### Cell outlines without signal wires, run 1

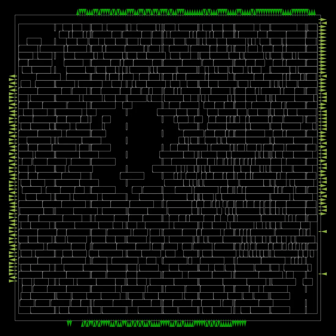
### I/O nets highlighted, run 1

Scale: 2 px per µm.
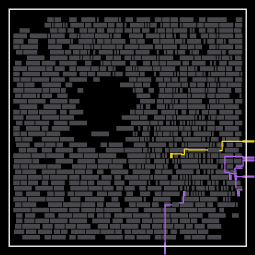
### Cells colored by class, run 1

Scale: 3 px per µm.
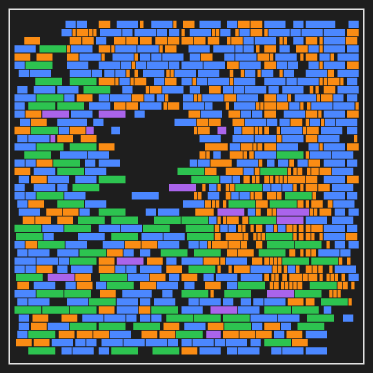
$ cat src/rtl/ram_master_pkg.sv
// Shared types and default widths for the RAM burst master.
package ram_master_pkg;
  localparam int DEF_ADDR_W = 8;
  localparam int DEF_DATA_W = 64;
  localparam int LEN_W      = 4;

  typedef enum logic [2:0] {
    IDLE  = 3'd0,
    WRITE = 3'd1,
    READ  = 3'd2,
    DRAIN = 3'd3,
    DONE  = 3'd4
  } state_e;
endpackage

$ cat src/rtl/ram_rd_buf.sv
// Single-entry read-data register: captures a RAM word on load, holds it until accepted.
module ram_rd_buf #(
  parameter int DATA_W = 64
) (
  input  logic              clk,
  input  logic              reset_n,
  input  logic              load,
  input  logic [DATA_W-1:0] din,
  input  logic              rready,
  output logic [DATA_W-1:0] rdata,
  output logic              rvalid
);
  // A load in the same cycle as acceptance refills the entry, giving 1 beat/cycle.
  always_ff @(posedge clk or negedge reset_n) begin
    if (!reset_n) begin
      rdata  <= '0;
      rvalid <= 1'b0;
    end else if (load) begin
      rdata  <= din;
      rvalid <= 1'b1;
    end else if (rvalid && rready) begin
      rvalid <= 1'b0;
    end
  end
endmodule

$ cat src/rtl/ram_burst_master.sv
// Burst master: turns host read/write bursts into single-cycle RAM accesses.
module ram_burst_master
  import ram_master_pkg::*;
#(
  parameter int ADDR_W = DEF_ADDR_W,
  parameter int DATA_W = DEF_DATA_W
) (
  input  logic              clk,
  input  logic              reset_n,
  input  logic              req_valid,
  output logic              req_ready,
  input  logic              req_wr,
  input  logic [ADDR_W-1:0] req_addr,
  input  logic [LEN_W-1:0]  req_len,
  input  logic [DATA_W-1:0] wdata,
  input  logic              wvalid,
  output logic              wready,
  output logic [DATA_W-1:0] rdata,
  output logic              rvalid,
  input  logic              rready,
  output logic              done,
  output logic              m_cen,
  output logic              m_wen,
  output logic [ADDR_W-1:0] m_addr,
  output logic [DATA_W-1:0] m_din,
  input  logic [DATA_W-1:0] m_dout
);
  state_e             state, nxt;
  logic [ADDR_W-1:0]  addr;
  logic [LEN_W-1:0]   len, cnt;
  logic               issue, last;

  // A beat goes to the RAM when the write stream has data or the read buffer has room.
  always_comb begin
    issue = 1'b0;
    case (state)
      WRITE:   issue = wvalid;
      READ:    issue = !rvalid || rready;
      default: issue = 1'b0;
    endcase
  end
  assign last = (cnt == len);

  always_ff @(posedge clk or negedge reset_n) begin
    if (!reset_n) state <= IDLE;
    else          state <= nxt;
  end

  always_ff @(posedge clk or negedge reset_n) begin
    if (!reset_n) begin
      addr <= '0;
      len  <= '0;
      cnt  <= '0;
    end else if (state == IDLE && req_valid) begin
      addr <= req_addr;
      len  <= req_len;
      cnt  <= '0;
    end else if (issue) begin
      addr <= addr + 1'b1;
      cnt  <= cnt + 1'b1;
    end
  end

  always_comb begin
    nxt = state;
    case (state)
      IDLE:    if (req_valid) nxt = req_wr ? WRITE : READ;
      WRITE:   if (issue && last) nxt = DONE;
      READ:    if (issue && last) nxt = DRAIN;
      DRAIN:   if (rvalid && rready) nxt = DONE;
      DONE:    nxt = IDLE;
      default: nxt = IDLE;
    endcase
  end

  always_comb begin
    req_ready = (state == IDLE);
    wready    = (state == WRITE);
    done      = (state == DONE);
    m_cen     = issue;
    m_wen     = issue && (state == WRITE);
    m_addr    = issue ? addr : '0;
    m_din     = (issue && state == WRITE) ? wdata : '0;
  end

  ram_rd_buf #(.DATA_W(DATA_W)) u_rd_buf (
    .clk    (clk),
    .reset_n(reset_n),
    .load   (issue && state == READ),
    .din    (m_dout),
    .rready (rready),
    .rdata  (rdata),
    .rvalid (rvalid)
  );
endmodule

$ cat config.mk
export PLATFORM = sky130hd
export DESIGN_NAME = ram_burst_master
export DESIGN_NICKNAME = d
export VERILOG_FILES = /design/src/rtl/ram_master_pkg.sv /design/src/rtl/ram_rd_buf.sv /design/src/rtl/ram_burst_master.sv
export SDC_FILE = /design/constraint.sdc
export NUM_CORES = 1
export LEC_CHECK = 0
export ABC_AREA = 1
export CAP_MARGIN = 20
export CORE_UTILIZATION = 33
export DETAILED_ROUTE_END_ITERATION = 16
export PLACE_DENSITY = 0.77
export SLEW_MARGIN = 0
export SYNTH_ARGS = -nofsm -noshare
export SYNTH_HDL_FRONTEND = slang
export SYNTH_SLANG_ARGS = --single-unit
$ cat constraint.sdc
create_clock -name clk -period 1.5 [get_ports clk]
set_input_delay 0.3 -clock clk [delete_from_list [all_inputs] [get_ports clk]]
set_output_delay 0.3 -clock clk [all_outputs]
set_load 0.05 [all_outputs]
==> flow_metrics.py, run 1 <==
# Auto-generated metrics
metrics = {
    "power_and_ir_drop": {
        "clkPwrFrac_pct": 9.2,
        "pg_seq_mw": 4.73,
        "pg_clk_mw": 2.23,
        "p_comb_share_pct": 71.3,
        "swShare_pct": 44.32,
    },
    "cts": {
        "clockRootBuffer": "clkbuf_16",
        "cts-resized-gates": 56,
        "clk_path_buf_depth": 2,
        "cts_sinks": 84,
        "clk_pin_slew_ns": 0.06,
        "cts_made_buffers": 9,
    },
    "setup_path": {
        "crit_type": "reg -> out",
        "worstPathArrival_ns": 1.66,
        "r2r-start": "state[0]$_DFFE_PN0P_",
        "max_stage_delay_ns": 0.41,
        "worstPathMaxFanout": 9,
        "critPathCaptureType": "output pin",
        "reg2reg_to": "state[0]$_DFFE_PN0P_",
        "crit_family": "buffers and inverters",
    },
    "sta": {
        "setup_ws_ns": -0.4610,
        "setup_viol": 125,
        "fin_skew_ns": 0.006262,
        "fin_setup_tns_ns": -30.90,
    },
    "run_status": {
        "violations": "negative setup slack",
        "status": "finished with violations",
    },
    "synthesis": {
        "mux_share_pct": 21.42,
        "top_area_cell": "dfrtp_1",
        "topCellsByArea": "dfrtp_1 48%, mux2_4 20%, inv_1 7.6%",
    },
    "placement": {
        "post-place-ws_ns": -0.5102,
    },
    "layout": {
        "instances_no_fill": 948,
        "lay_top_cells": "156 x buf_12, 143 x clkdlybuf4s50_1, 85 x inv_1",
        "largestRegisters": "u_rd_buf.rdata: 64 flops, addr: 8 flops",
    },
    "grt": {
        "globalRoute.totalOverflow": 0,
        "grt_pass1_vias": 5026,
    },
    "drt": {
        "vias_per_cell": 4.748,
        "drc": 0,
        "drt_iter0_markers": 243,
    },
    "flow_run": {
        "warnings": 29,
    },
}
Back to the opening pictures, 'Cell outlines without signal wires':
sequential cell area share: 20.33%
Core Util, Final: 80.73%

Back to the opening pictures, 'I/O nets highlighted':
legend:
  req_len:
    color: purple
    bits: 4
    direction: input
    edge: 3 right, 1 bottom
    end_cells: 4
    buffers: 4
    wire: 86.7 µm
  wready:
    color: yellow
    bits: 1
    direction: output
    edge: right
    end_cells: 1
    buffers: 1
    wire: 38.9 µm
# port buffers: 287
top-level port count: 288

Back to the opening pictures, 'Cells colored by class':
legend:
  combinational and other logic:
    color: orange
    cells: 343
  other buffers and delay cells:
    color: blue
    cells: 333
  flops:
    color: green
    cells: 84
  clock drivers and dummy loads:
    color: purple
    cells: 14
Core Area: 12820 µm²
row cnt: 41
fin area: 10350 µm²

[run 1: metal layers]
layer  track usage, %  routed length [µm]  part of all wire [%]
met1            27.16                6234                    33
met2            49.41               10330                    55
met3            8.333                1407                   7.5
met4            10.98                 792                   4.2
met5                0                   0                     0
[run 1: synth_stat cells, types with 2 or more instances]
| master | count |
|---|---|
| mux2_4 | 60 |
| nand2_1 | 47 |
| nand3_1 | 16 |
| mux2_2 | 4 |
| xor2_1 | 2 |
| a21oi_1 | 4 |
| ha_1 | 2 |
| nor2_1 | 82 |
| or2_2 | 2 |
| nand3_2 | 2 |
| buf_2 | 7 |
| buf_6 | 2 |
| dfrtp_1 | 84 |
| inv_2 | 3 |
| nor2_4 | 2 |
| nor3_1 | 2 |
| o21ai_0 | 15 |
| inv_1 | 90 |
| buf_12 | 6 |
==> inputs of run 2 (changes only) <==
--- a/config.mk
+++ b/config.mk
@@ -10,7 +10,9 @@
 export CORE_UTILIZATION = 33
 export DETAILED_ROUTE_END_ITERATION = 16
 export PLACE_DENSITY = 0.77
+export RECOVER_POWER = 100
 export SLEW_MARGIN = 0
 export SYNTH_ARGS = -nofsm -noshare
 export SYNTH_HDL_FRONTEND = slang
 export SYNTH_SLANG_ARGS = --single-unit
+export TNS_END_PERCENT = 1
==> flow_metrics.py, run 2 <==
# Auto-generated metrics
metrics = {
    "run_status": {
        "status": "finished with violations",
        "violations": "negative setup slack",
    },
    "synthesis": {
        "yosysUniqueCellTypes": 30,
        "ys.flops": 84,
        "top_area_cell": "dfrtp_1",
        "synth-async-reset-ratio_pct": 100.0,
        "synth_area_um2": 4417,
        "common_cells": "90 x inv_1, 84 x dfrtp_1, 82 x nor2_1",
        "ys_top_logic_family": "multiplexers",
        "mux_share_pct": 21.42,
        "yosysMostFrequentCell": "inv_1",
        "topCellsByArea": "dfrtp_1 48%, mux2_4 20%, inv_1 7.6%",
        "fp_nets": 591,
    },
    "layout": {
        "fin_util_pct": 71.10,
        "n_antenna_cell": 0,
        "postLayoutCellArea_um2": 9119,
        "largestRegisters": "u_rd_buf.rdata: 64 flops, addr: 8 flops",
        "lay_top_cells": "143 x clkdlybuf4s50_1, 85 x inv_1, 83 x dfrtp_1",
        "seq_area_share_pct": 23.07,
        "instances_no_fill": 935,
    },
    "cts": {
        "cts_tree": "built",
        "cts_sinks": 84,
        "clk_path_buf_depth": 2,
        "cts_made_buffers": 9,
        "clockRootBuffer": "clkbuf_16",
        "clk_pin_slew_ns": 0.06,
    },
    "power_and_ir_drop": {
        "clkPwrFrac_pct": 13.2,
        "pg_clk_mw": 2.67,
        "pg_seq_mw": 4.17,
        "swShare_pct": 48.06,
        "p_comb_share_pct": 66.3,
    },
    "min_path": {
        "worstHoldStart": "u_rd_buf.rdata[36]$_DFFE_PN0P_",
    },
    "grt": {
        "grt_pass1_vias": 4424,
        "globalRoute.totalOverflow": 0,
        "grt_use_total_pct": 24.37,
        "antenna_found_initial": 0,
    },
    "setup_path": {
        "r2r-start": "state[2]$_DFFE_PN0P_",
        "crit_type": "reg -> out",
        "max_stage_delay_ns": 0.39,
        "worstPathMaxFanout": 16,
        "worstPathArrival_ns": 1.58,
        "critPathCaptureType": "output pin",
        "crit_family": "buffers and inverters",
        "reg2reg_to": "u_rd_buf.rdata[30]$_DFFE_PN0P_",
        "path_common_cell": "buf_12",
    },
    "sta": {
        "fin_skew_ns": 0.004882,
        "setup_viol": 132,
        "fin_setup_tns_ns": -35.64,
        "tightest_slew_ns": 0.6874,
        "setup_ws_ns": -0.3808,
    },
    "flow_run": {
        "cap_violations": 0,
        "warnings": 29,
    },
    "die": {
        "placementRows": 41,
        "ios": 288,
        "coreArea_um2": 12820,
    },
    "drt": {
        "drt_iter0_markers": 153,
        "drc": 0,
        "vias_per_cell": 4.494,
    },
    "placement": {
        "post-place-ws_ns": -0.4752,
        "numPortBuffers": 287,
    },
}
## run 2: cell counts after synthesis
No cell type changed its count.
## run 2: per-layer routing
| metal | routed length, µm | vias up | GRT usage, % | share of wire [%] |
|---|---|---|---|---|
| li1 | - | 1990 | - | - |
| met1 | 6551 | 2021 | 27.74 | 38 |
| met2 | 9449 | 154 | 45.51 | 55 |
| met3 | 740 | 37 | 4.264 | 4.3 |
| met4 | 491 | 0 | 8.093 | 2.8 |
| met5 | 0 | - | 0 | 0 |
## run 2: what timing repair did
action                                  in CTS  in global routing
buffers inserted                             6                  0
endpoints found under the hold margin       23                  0
cloned                                       4                  1
pin swaps                                    8                  6
endpoints found under the setup margin     125                157
resized                                     76                 23
hold buffers                                 1                  0
### Signal wires on met1, run 2

Scale: 4 px per µm. Supply wires on this layer in gray. Cells faint in the background.
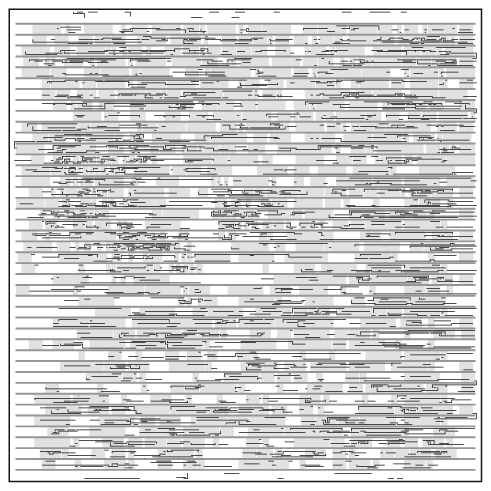
main direction: horizontal
wire length on this layer: 6550 µm
via count: 4202
Routed WL: 17230 µm
M1 GR Usage: 27.74%

### I/O nets highlighted, run 2

Scale: 2 px per µm.
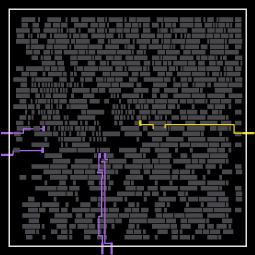

==> inputs of run 3 (changes only) <==
--- a/config.mk
+++ b/config.mk
@@ -7,9 +7,11 @@
 export LEC_CHECK = 0
 export ABC_AREA = 1
 export CAP_MARGIN = 20
-export CORE_UTILIZATION = 33
+export CORE_AREA = 2 2 112 114
+export CTS_CLUSTER_SIZE = 25
 export DETAILED_ROUTE_END_ITERATION = 16
-export PLACE_DENSITY = 0.77
+export DIE_AREA = 0 0 114 116
+export DONT_BUFFER_PORTS = 1
 export RECOVER_POWER = 100
 export SLEW_MARGIN = 0
 export SYNTH_ARGS = -nofsm -noshare
==> constraint.sdc (replaced) <==
create_clock -name clk -period 1.5 [get_ports clk]
set_input_delay 0.225 -clock clk [delete_from_list [all_inputs] [get_ports clk]]
set_output_delay 0.225 -clock clk [all_outputs]
set_load 0.05 [all_outputs]
### Signal wires on met1, run 3

Scale: 4 px per µm. Supply wires on this layer in gray. Cells faint in the background.
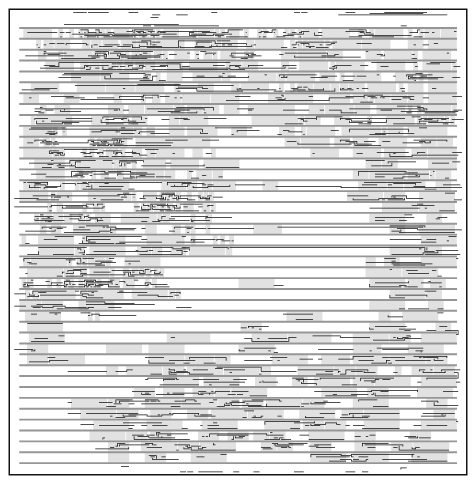
Routed WL: 12700 µm
M1 GR Usage: 22.38%
via count: 3309

==> flow_metrics.py, run 3 <==
# Auto-generated metrics
metrics = {
    "synthesis": {
        "common_cells": "90 x inv_1, 84 x dfrtp_1, 82 x nor2_1",
        "topCellsByArea": "dfrtp_1 48%, mux2_4 20%, inv_1 7.6%",
        "ys.flops": 84,
        "fp_nets": 591,
        "yosysUniqueCellTypes": 30,
        "yosysMostFrequentCell": "inv_1",
        "mux_share_pct": 21.42,
        "synth_top_flop_cell": "dfrtp_1",
        "synth_area_um2": 4417,
        "xor_share_pct": 0.3966,
        "synth-async-reset-ratio_pct": 100.0,
        "top_area_cell": "dfrtp_1",
        "top_area_share_pct": 47.59,
        "ys_top_logic_family": "multiplexers",
    },
    "cts": {
        "cts_tree": "built",
        "cts_sinks": 84,
        "cts-resized-gates": 90,
        "clk_latency_ns": 0.32,
        "clk_pin_slew_ns": 0.07,
        "clk_path_buf_depth": 2,
        "cts_made_buffers": 9,
        "post-cts-setup-buffers": 4,
        "clockRootBuffer": "clkbuf_16",
    },
    "drt": {
        "vias_per_cell": 4.741,
        "first_pass_iters": 4,
        "drt_iter0_markers": 154,
        "drc": 0,
    },
    "setup_path": {
        "crit_type": "reg -> out",
        "cp_num_cells": 5,
        "cp_data_required_time_ns": 1.27,
        "worstPathMaxFanout": 10,
        "reg2reg_to": "u_rd_buf.rdata[9]$_DFFE_PN0P_",
        "worstPathArrival_ns": 1.58,
        "critPathCaptureType": "output pin",
        "max_stage_delay_ns": 0.41,
        "r2r-start": "state[1]$_DFFE_PN0P_",
        "crit_family": "buffers and inverters",
    },
    "die": {
        "placementRows": 40,
        "die_area_um2": 13220,
        "ios": 288,
    },
    "sta": {
        "setup_viol": 94,
        "slew_headroom_pct": 65.36,
        "setup_ws_ns": -0.3061,
        "hold_violations": 84,
        "fin_setup_tns_ns": -20.46,
        "fin_skew_ns": 0.006427,
        "hold_slack_ns": -0.4088,
        "tightest_slew_ns": 0.5197,
        "min_period_ns": 1.806,
    },
    "layout": {
        "instances_no_fill": 698,
        "largestRegisters": "u_rd_buf.rdata: 64 flops, addr: 8 flops",
        "lay_top_cells": "86 x inv_1, 82 x dfrtp_1, 61 x buf_12",
        "n_antenna_cell": 0,
        "postLayoutCellArea_um2": 6947,
        "top_register": "u_rd_buf.rdata",
    },
    "placement": {
        "post-place-ws_ns": -0.08311,
        "dpl_cell_area_um2": 6150,
        "numPortBuffers": 0,
    },
    "flow_run": {
        "cap_violations": 0,
        "warnings": 31,
    },
    "power_and_ir_drop": {
        "swShare_pct": 50.25,
        "leakage_nw": 3.374,
        "powerComb_mw": 8.24,
        "pg_clk_mw": 2.42,
        "peakVddDrop_mv": 1.298,
        "pg_seq_mw": 7.39,
        "p_comb_share_pct": 45.7,
        "clkPwrFrac_pct": 13.4,
    },
    "min_path": {
        "hold_path.class": "in -> async",
    },
    "grt": {
        "grt_pass1_wl_um": 19010,
        "grt_use_total_pct": 18.65,
        "use_met3_pct": 5.753,
        "top_usage_layer": "met2",
        "grt_pass1_vias": 3501,
        "grtUsageMet2_pct": 32.18,
        "globalRoute.totalOverflow": 0,
        "antenna_found_initial": 0,
    },
    "run_status": {
        "violations": "negative hold slack, negative setup slack",
        "status": "finished with violations",
    },
}
### Placement density heat map, run 3

Scale: 3 px per µm. 11 x 12 tiles, from dark blue (low) to red (high), 0 to 100% covered.
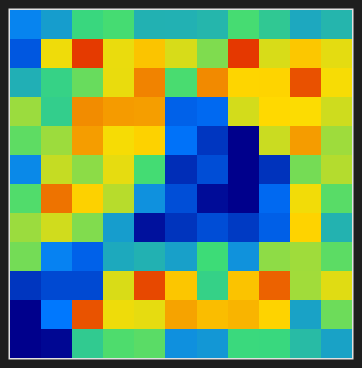
nearly empty tiles: 4.5%
tiles over 75% full: 21%
emptiest ninth of the die: center
mean over tiles: 51%
Core Util, Final: 58.32%
Core Area: 11910 µm²
fp_density: 37.08%

## run 3: cell counts after synthesis
No cell type changed its count.
## run 3: metal layers
layer  routed length, µm  vias to the layer above
li1                    -                     1559
met4                 204                        0
met3                 892                       18
met1                4803                     1620
met5                   0                        -
met2                6803                      112
## run 3: final cells by class
class / instances / area, µm² / share of cell area (%)
Inverter: 94 / 367.9 / 5.295
Timing Repair inverter: 1 / 8.758 / 0.1261
Clock buffer: 10 / 239.0 / 3.440
Multi-Input combinational cell: 248 / 2207 / 31.77
Tap cell: 147 / 183.9 / 2.648
Clock inverter: 6 / 93.84 / 1.351
Timing Repair Buffer: 108 / 1742 / 25.07
Sequential cell: 84 / 2105 / 30.30
